`src/rtl/muldiv_pkg.sv`:
```
// muldiv_pkg: shared op codes, FSM states and sizing helper for the multi-cycle mul/div unit
package muldiv_pkg;
  typedef enum logic [1:0] {
    OP_MUL  = 2'b00,
    OP_MLA  = 2'b01,
    OP_UDIV = 2'b10,
    OP_SDIV = 2'b11
  } op_e;
  typedef enum logic [2:0] {
    S_IDLE = 3'd0,
    S_PREP = 3'd1,
    S_RUN  = 3'd2,
    S_FIX  = 3'd3,
    S_DONE = 3'd4
  } state_e;
  function automatic int clog2(input int n);
    int r;
    r = 0;
    while ((1 << r) < n) r++;
    return r;
  endfunction
endpackage

```
`src/rtl/muldiv_iter_core.sv`:
```
// muldiv_iter_core: one shift-add multiply or restoring-divide iteration per step
module muldiv_iter_core #(
  parameter int WIDTH = 32
) (
  input  logic             clk,
  input  logic             reset,
  input  logic             load,
  input  logic             step,
  input  logic             div,
  input  logic [WIDTH-1:0] x_in,
  input  logic [WIDTH-1:0] y_in,
  output logic [WIDTH-1:0] prod,
  output logic [WIDTH-1:0] quot
);
  logic [WIDTH-1:0] x, y, z, x_n, y_n, z_n;
  logic [WIDTH:0] sh, diff;
  logic ge;
  // next iteration: x is multiplicand/divisor, y is multiplier/dividend-becoming-quotient, z is product/remainder
  always_comb begin
    sh   = {z, y[WIDTH-1]};
    diff = sh - {1'b0, x};
    ge   = ~diff[WIDTH];
    x_n  = div ? x : x << 1;
    y_n  = div ? {y[WIDTH-2:0], ge} : y >> 1;
    z_n  = div ? (ge ? diff[WIDTH-1:0] : sh[WIDTH-1:0]) : z + (y[0] ? x : '0);
  end
  // operand registers: load fresh operands, then advance one iteration per step
  always_ff @(posedge clk or negedge reset) begin
    if (!reset) begin
      x <= '0;
      y <= '0;
      z <= '0;
    end else if (load) begin
      x <= x_in;
      y <= y_in;
      z <= '0;
    end else if (step) begin
      x <= x_n;
      y <= y_n;
      z <= z_n;
    end
  end
  assign prod = z;
  assign quot = y;
endmodule

```
`src/rtl/muldiv_seq.sv`:
```
// muldiv_seq: sequencer for MUL/MLA/UDIV/SDIV with busy/done handshake and sign fix-up
module muldiv_seq
  import muldiv_pkg::*;
#(
  parameter int WIDTH = 32
) (
  input  logic             clk,
  input  logic             reset,
  input  logic             start,
  input  logic [1:0]       op,
  input  logic [WIDTH-1:0] a,
  input  logic [WIDTH-1:0] b,
  input  logic [WIDTH-1:0] acc,
  output logic             busy,
  output logic             done,
  output logic [WIDTH-1:0] result,
  output logic             div_by_zero
);
  localparam int CW = clog2(WIDTH) > 0 ? clog2(WIDTH) : 1;
  state_e state, state_n;
  op_e op_r;
  logic [WIDTH-1:0] a_r, b_r, acc_r, a_mag, b_mag, prod, quot;
  logic [CW-1:0] cnt;
  logic neg_r, is_div, is_sdiv, b_zero;
  assign is_div  = op_r[1];
  assign is_sdiv = op_r == OP_SDIV;
  assign a_mag   = is_sdiv && a_r[WIDTH-1] ? -a_r : a_r;
  assign b_mag   = is_sdiv && b_r[WIDTH-1] ? -b_r : b_r;
  assign b_zero  = b_r == '0;
  assign busy    = state != S_IDLE;
  assign done    = state == S_DONE;
  muldiv_iter_core #(.WIDTH(WIDTH)) u_core (
    .clk   (clk),
    .reset (reset),
    .load  (state == S_PREP),
    .step  (state == S_RUN),
    .div   (is_div),
    .x_in  (is_div ? b_mag : a_r),
    .y_in  (is_div ? a_mag : b_r),
    .prod  (prod),
    .quot  (quot)
  );
  // state register
  always_ff @(posedge clk or negedge reset) begin
    if (!reset) state <= S_IDLE;
    else state <= state_n;
  end
  // next state: divide by zero skips straight to DONE, RUN lasts WIDTH cycles
  always_comb begin
    state_n = S_IDLE;
    case (state)
      S_IDLE:  state_n = start ? S_PREP : S_IDLE;
      S_PREP:  state_n = is_div && b_zero ? S_DONE : S_RUN;
      S_RUN:   state_n = cnt == '0 ? S_FIX : S_RUN;
      S_FIX:   state_n = S_DONE;
      default: state_n = S_IDLE;
    endcase
  end
  // operand capture, iteration counter, quotient sign and result fix-up
  always_ff @(posedge clk or negedge reset) begin
    if (!reset) begin
      op_r        <= OP_MUL;
      a_r         <= '0;
      b_r         <= '0;
      acc_r       <= '0;
      neg_r       <= 1'b0;
      cnt         <= '0;
      result      <= '0;
      div_by_zero <= 1'b0;
    end else begin
      case (state)
        S_IDLE: if (start) begin
          op_r        <= op_e'(op);
          a_r         <= a;
          b_r         <= b;
          acc_r       <= acc;
          div_by_zero <= 1'b0;
        end
        S_PREP: begin
          neg_r <= is_sdiv && (a_r[WIDTH-1] ^ b_r[WIDTH-1]);
          cnt   <= CW'(WIDTH - 1);
          if (is_div && b_zero) begin
            result      <= '0;
            div_by_zero <= 1'b1;
          end
        end
        S_RUN: cnt <= cnt - CW'(1);
        S_FIX: result <= op_r == OP_MLA ? prod + acc_r : !is_div ? prod : neg_r ? -quot : quot;
        default: ;
      endcase
    end
  end
endmodule

```
`config.mk`:
```
export PLATFORM = sky130hd
export DESIGN_NAME = muldiv_seq
export DESIGN_NICKNAME = d
export VERILOG_FILES = /design/src/rtl/muldiv_pkg.sv /design/src/rtl/muldiv_iter_core.sv /design/src/rtl/muldiv_seq.sv
export SDC_FILE = /design/constraint.sdc
export NUM_CORES = 1
export LEC_CHECK = 0
export CAP_MARGIN = 20
export CORE_MARGIN = 2
export CORE_UTILIZATION = 57
export DETAILED_ROUTE_END_ITERATION = 10
export PLACE_DENSITY = 0.75
export SLEW_MARGIN = 20
export SYNTH_ARGS = -nofsm -noshare
export SYNTH_HDL_FRONTEND = slang
export SYNTH_SLANG_ARGS = --single-unit
```
`constraint.sdc`:
```
create_clock -name clk -period 4.7 [get_ports clk]
set_clock_uncertainty 0.05 [all_clocks]
set_input_delay 0.94 -clock clk [delete_from_list [all_inputs] [get_ports clk]]
set_output_delay 0.94 -clock clk [all_outputs]
set_load 0.005 [all_outputs]
```
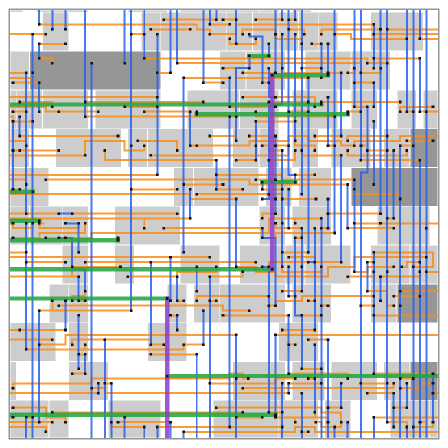
(run_1/zoom.png)
Window x 121 to 151, y 30 to 60 um. Cells in grey, sequential cells in the stronger grey; small squares are vias.
- purple: met4
- green: met3
- blue: met2
- orange: met1
- sequential cells in the window: 2
- cells with their middle in the window: 75
- netlist names of flops here include: u_core.prod (2)
- most frequent: nor2_1 (11), ha_1 (10)

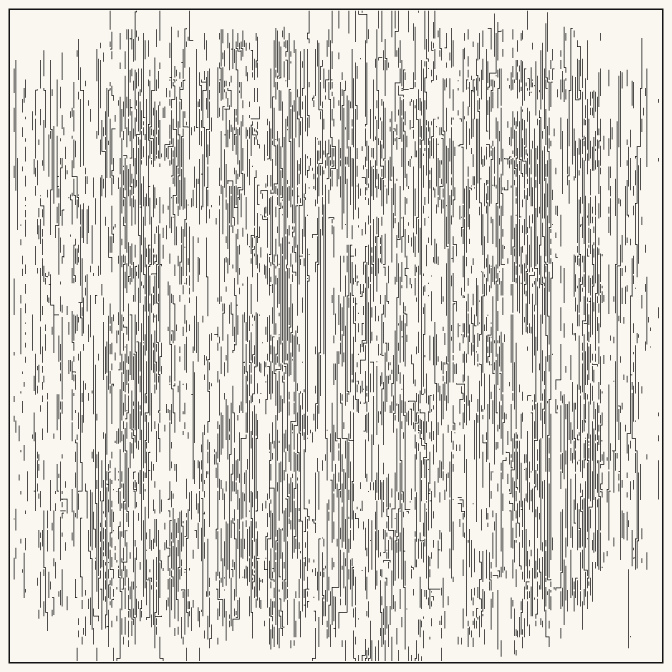
(run_1/met2.png)
- share of all routed wire: 44%
- wire length on this layer: 23.1 mm
- main direction: vertical
- longest straight run: 70.6 um

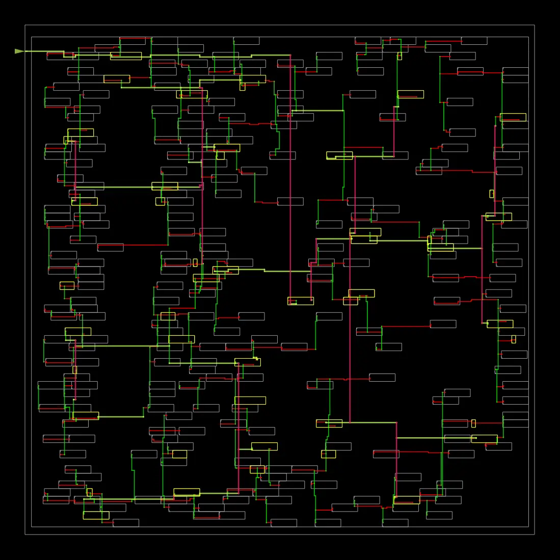
(run_1/final_clocks.png)
# clock sinks: 236
FF+latch count: 236
Power Clock: 2220 uW

==> qor.yml, run 1 <==
routing:
  wl_met3_um: 4030
  drt-pass1-iter-count: 5
global_route:
  grt_pass1_wl_um: 85500
  grt_pass1_vias: 16032
layout:
  logic_gates: 1811
  clk_share_pct: 4.58
  syn_to_final_growth_pct: 14.2
  final_area_um2: 20400
  buf_share_pct: 7.74
logic_synthesis:
  ys_cells: 2242
  numSynthFlops: 236
  yosys_most_used_dff: "dfrtp_1"
  ys_area_um2: 17900
final_timing:
  worst-slew-pin-transition_ns: 1.11
  whs_ns: 0.317
  fmax_mhz: 248
worst_setup_path:
  critPathMaxFanout: 33
  reg2reg_from: "u_core.quot[31]"
power:
  p_total_uw: 16300
  powerSeq_uw: 4280
floorplanning:
  io_pins: 136
outcome:
  status: "complete, no violations"
clock_network:
  clock_latency_ns: 0.58
==> run 2, diff against run 1 <==
--- a/config.mk
+++ b/config.mk
@@ -10,7 +10,6 @@
 export CORE_UTILIZATION = 57
 export DETAILED_ROUTE_END_ITERATION = 10
 export PLACE_DENSITY = 0.75
-export SLEW_MARGIN = 20
 export SYNTH_ARGS = -nofsm -noshare
 export SYNTH_HDL_FRONTEND = slang
 export SYNTH_SLANG_ARGS = --single-unit
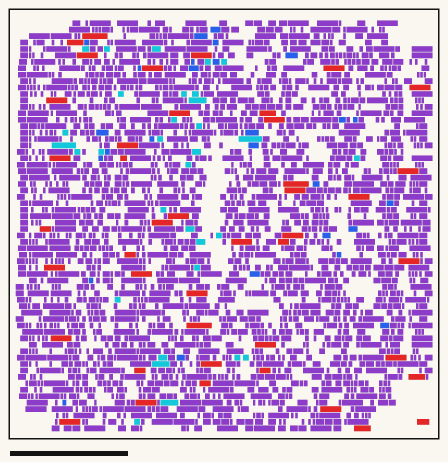
(run_2/drive_strength.png)
The bar under the picture is 50 um long.
- purple: drive 1 or less (cells 2221; most used nand2_1)
- red: drive 6 and up (cells 43; most used clkbuf_16)
- blue: drive 2 (cells 27)
- cyan: drive 3 to 4 (cells 32; most used buf_4)
Plain + repair buffers: 158
P&R area growth vs syn: 14.2%

==> run 2 against run 1 <==
Utilization unchanged. Critical path depth unchanged. Hold slack unchanged. Clock power about the same. Sequential share of layout area unchanged. Setup slack unchanged. Die area unchanged. Non-clock buffer count unchanged. Total power unchanged. Critical endpoint unchanged. Routed wire length unchanged. First-iteration DRC count unchanged.
==> qor.yml, run 2 <==
outcome:
  status: "complete, no violations"  # unchanged
global_route:
  grt_pass1_vias: 16032  # unchanged
  met3_usage_pct: 4.54  # unchanged
  grt_pass1_wl_um: 85500  # unchanged
  antenna_found_initial: 0  # unchanged
logic_synthesis:
  yosys_most_used_dff: "dfrtp_1"  # unchanged
  ys_sh_adder_pct: 7.20  # unchanged
  synthAoiAreaFrac_pct: 23.6  # unchanged
  synth_async_sr_flop_share_pct: 100  # unchanged
  syn_area_per_cell_um2: 7.97  # unchanged
  synth_cell_types: 83  # unchanged
  ys_area_um2: 17900  # unchanged
  top_area_cell: "dfrtp_1"  # unchanged
  ys_sh_xor_pct: 7.95  # unchanged
  ys_cells: 2242  # unchanged
  numSynthFlops: 236  # unchanged
routing:
  wl_met3_um: 4030  # unchanged
  drc_errors: 0  # unchanged
  drt-pass1-iter-count: 5  # unchanged
floorplanning:
  io_pins: 136  # unchanged
  core_um2: 30700  # unchanged
clock_network:
  cts_hold_buf: 0  # unchanged
  cts_tree: "done"  # unchanged
  clock_latency_ns: 0.58  # about the same
layout:
  clk_share_pct: 4.58  # unchanged
  drive_gt1_share_pct: 4.39  # unchanged
  final_area_um2: 20400  # unchanged
  logic_gates: 1811  # unchanged
  n_clock_buffer: 42  # unchanged
  fin_nets: 2505  # unchanged
  ff_count: 236  # unchanged
worst_setup_path:
  critPathMaxFanout: 33  # unchanged
  cp-start-kind: "register"  # unchanged
  reg2reg_from: "u_core.quot[31]"  # unchanged
  cp-endpoint: "u_core.prod[23]"  # unchanged
power:
  pg_comb_uw: 9820  # about the same
  powerSeq_uw: 4280  # about the same
  p_total_uw: 16300  # unchanged
  pg_clk_uw: 2220  # about the same
final_timing:
  fmax_mhz: 248  # unchanged
  worst-slew-pin-transition_ns: 1.11  # unchanged
  rsz0062_at_grt: "false"  # unchanged
  whs_ns: 0.317  # unchanged
placed_design:
  place_congestion: 0.968  # unchanged
  dp_slack_ns: 0.737  # unchanged
==> run_2/met2.png <==
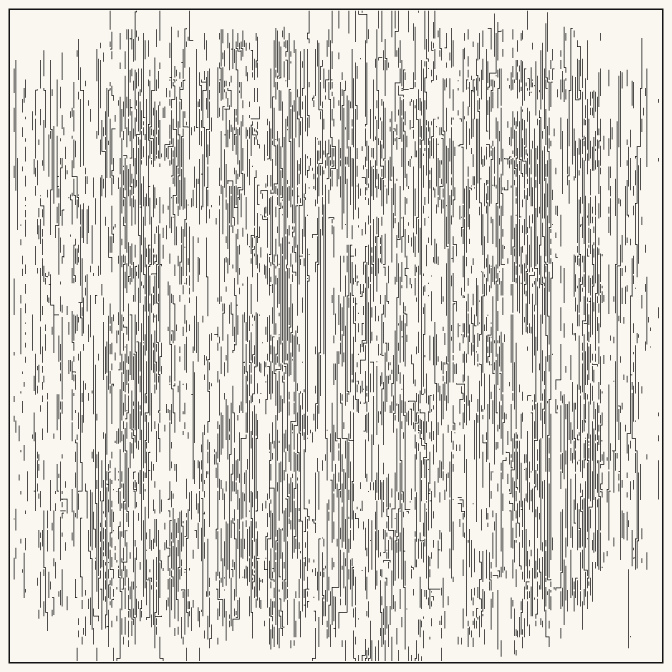

==> run 3, diff against run 2 <==
--- a/config.mk
+++ b/config.mk
@@ -5,10 +5,11 @@
 export SDC_FILE = /design/constraint.sdc
 export NUM_CORES = 1
 export LEC_CHECK = 0
-export CAP_MARGIN = 20
 export CORE_MARGIN = 2
 export CORE_UTILIZATION = 57
+export CTS_CLUSTER_SIZE = 12
 export DETAILED_ROUTE_END_ITERATION = 10
+export GPL_TIMING_DRIVEN = 0
 export PLACE_DENSITY = 0.75
 export SYNTH_ARGS = -nofsm -noshare
 export SYNTH_HDL_FRONTEND = slang
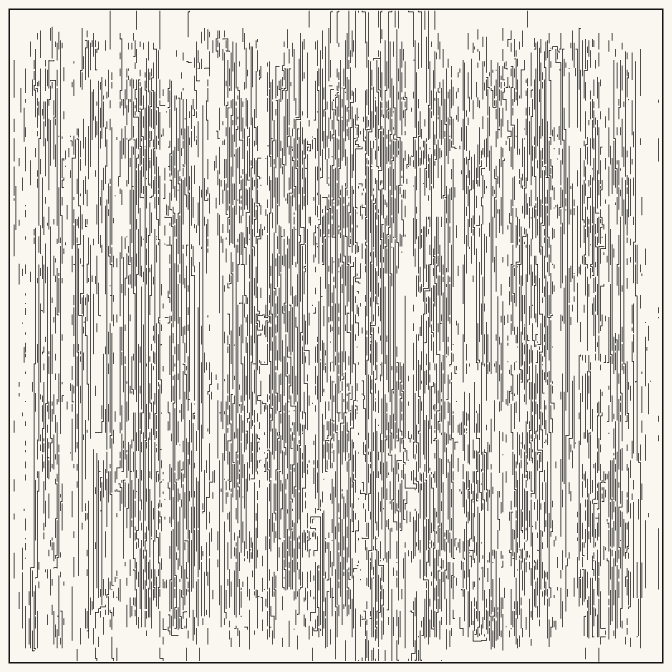
(run_3/met2.png)
- share of all routed wire: 45%
- wire length on this layer: 28.3 mm
- main direction: vertical
- longest straight run: 92.5 um
- nets with wire on the layer: 2064
Post-Route WL: 62400 um
GRT met2 Usage: 61.7%
routed via count: 17.8k

==> run 3 against run 2 <==
Via count increased by 6.2%. Hold slack got worse by 0.090 ns. Clock power increased by 4%. Die area unchanged. Total power increased by 5.0%. Sequential power decreased by 3%. Synthesized area unchanged. Flip-flop count unchanged. Utilization increased by 1.1 points. Cell count increased by 3.9%. First-iteration DRC count increased by 26%.
==> qor.yml, run 3 <==
worst_setup_path:
  critPathMaxFanout: 10  # was 33
  cp-endpoint: "u_core.prod[23]"  # unchanged
  cp-start-kind: "register"  # unchanged
  reg2reg_from: "u_core.quot[31]"  # unchanged
clock_network:
  clock_latency_ns: 0.59  # was 0.58 ns
  cts_hold_buf: 0  # unchanged
  cts.sinks: 236  # unchanged
  cts_tree: "done"  # unchanged
layout:
  logic_gates: 1811  # unchanged
  buf_share_pct: 9.28  # was 7.74%
  final_area_um2: 20700  # was 20400 um2
  fin_nets: 2611  # was 2505
  syn_to_final_growth_pct: 16.1  # was 14.2%
  clk_share_pct: 4.61  # was 4.58%
  drive_gt1_share_pct: 3.50  # was 4.39%
  buffers: 264  # was 158
logic_synthesis:
  ys_sh_adder_pct: 7.20  # unchanged
  yosys_most_used_dff: "dfrtp_1"  # unchanged
  top_area_cell: "dfrtp_1"  # unchanged
  synth_cell_types: 83  # unchanged
  synthAoiAreaFrac_pct: 23.6  # unchanged
  syn_area_per_cell_um2: 7.97  # unchanged
  ys_sh_xor_pct: 7.95  # unchanged
  ys_area_um2: 17900  # unchanged
power:
  powerSeq_uw: 4150  # was 4280 uW
  p_total_uw: 17100  # was 16300 uW
  pg_comb_uw: 10700  # was 9820 uW
global_route:
  antenna_found_initial: 1  # was 0
  met3_usage_pct: 6.73  # was 4.54%
routing:
  wl_met3_um: 5410  # was 4030 um
  drt-pass1-iter-count: 6  # was 5
  drc_errors: 0  # unchanged
placed_design:
  place_congestion: 0.987  # was 0.968
floorplanning:
  io_pins: 136  # unchanged
final_timing:
  whs_ns: 0.227  # was 0.317 ns
  rsz0062_at_grt: "false"  # unchanged
outcome:
  status: "complete, no violations"  # unchanged
Power figures rest on the tool's default switching activity, not on a simulated workload.
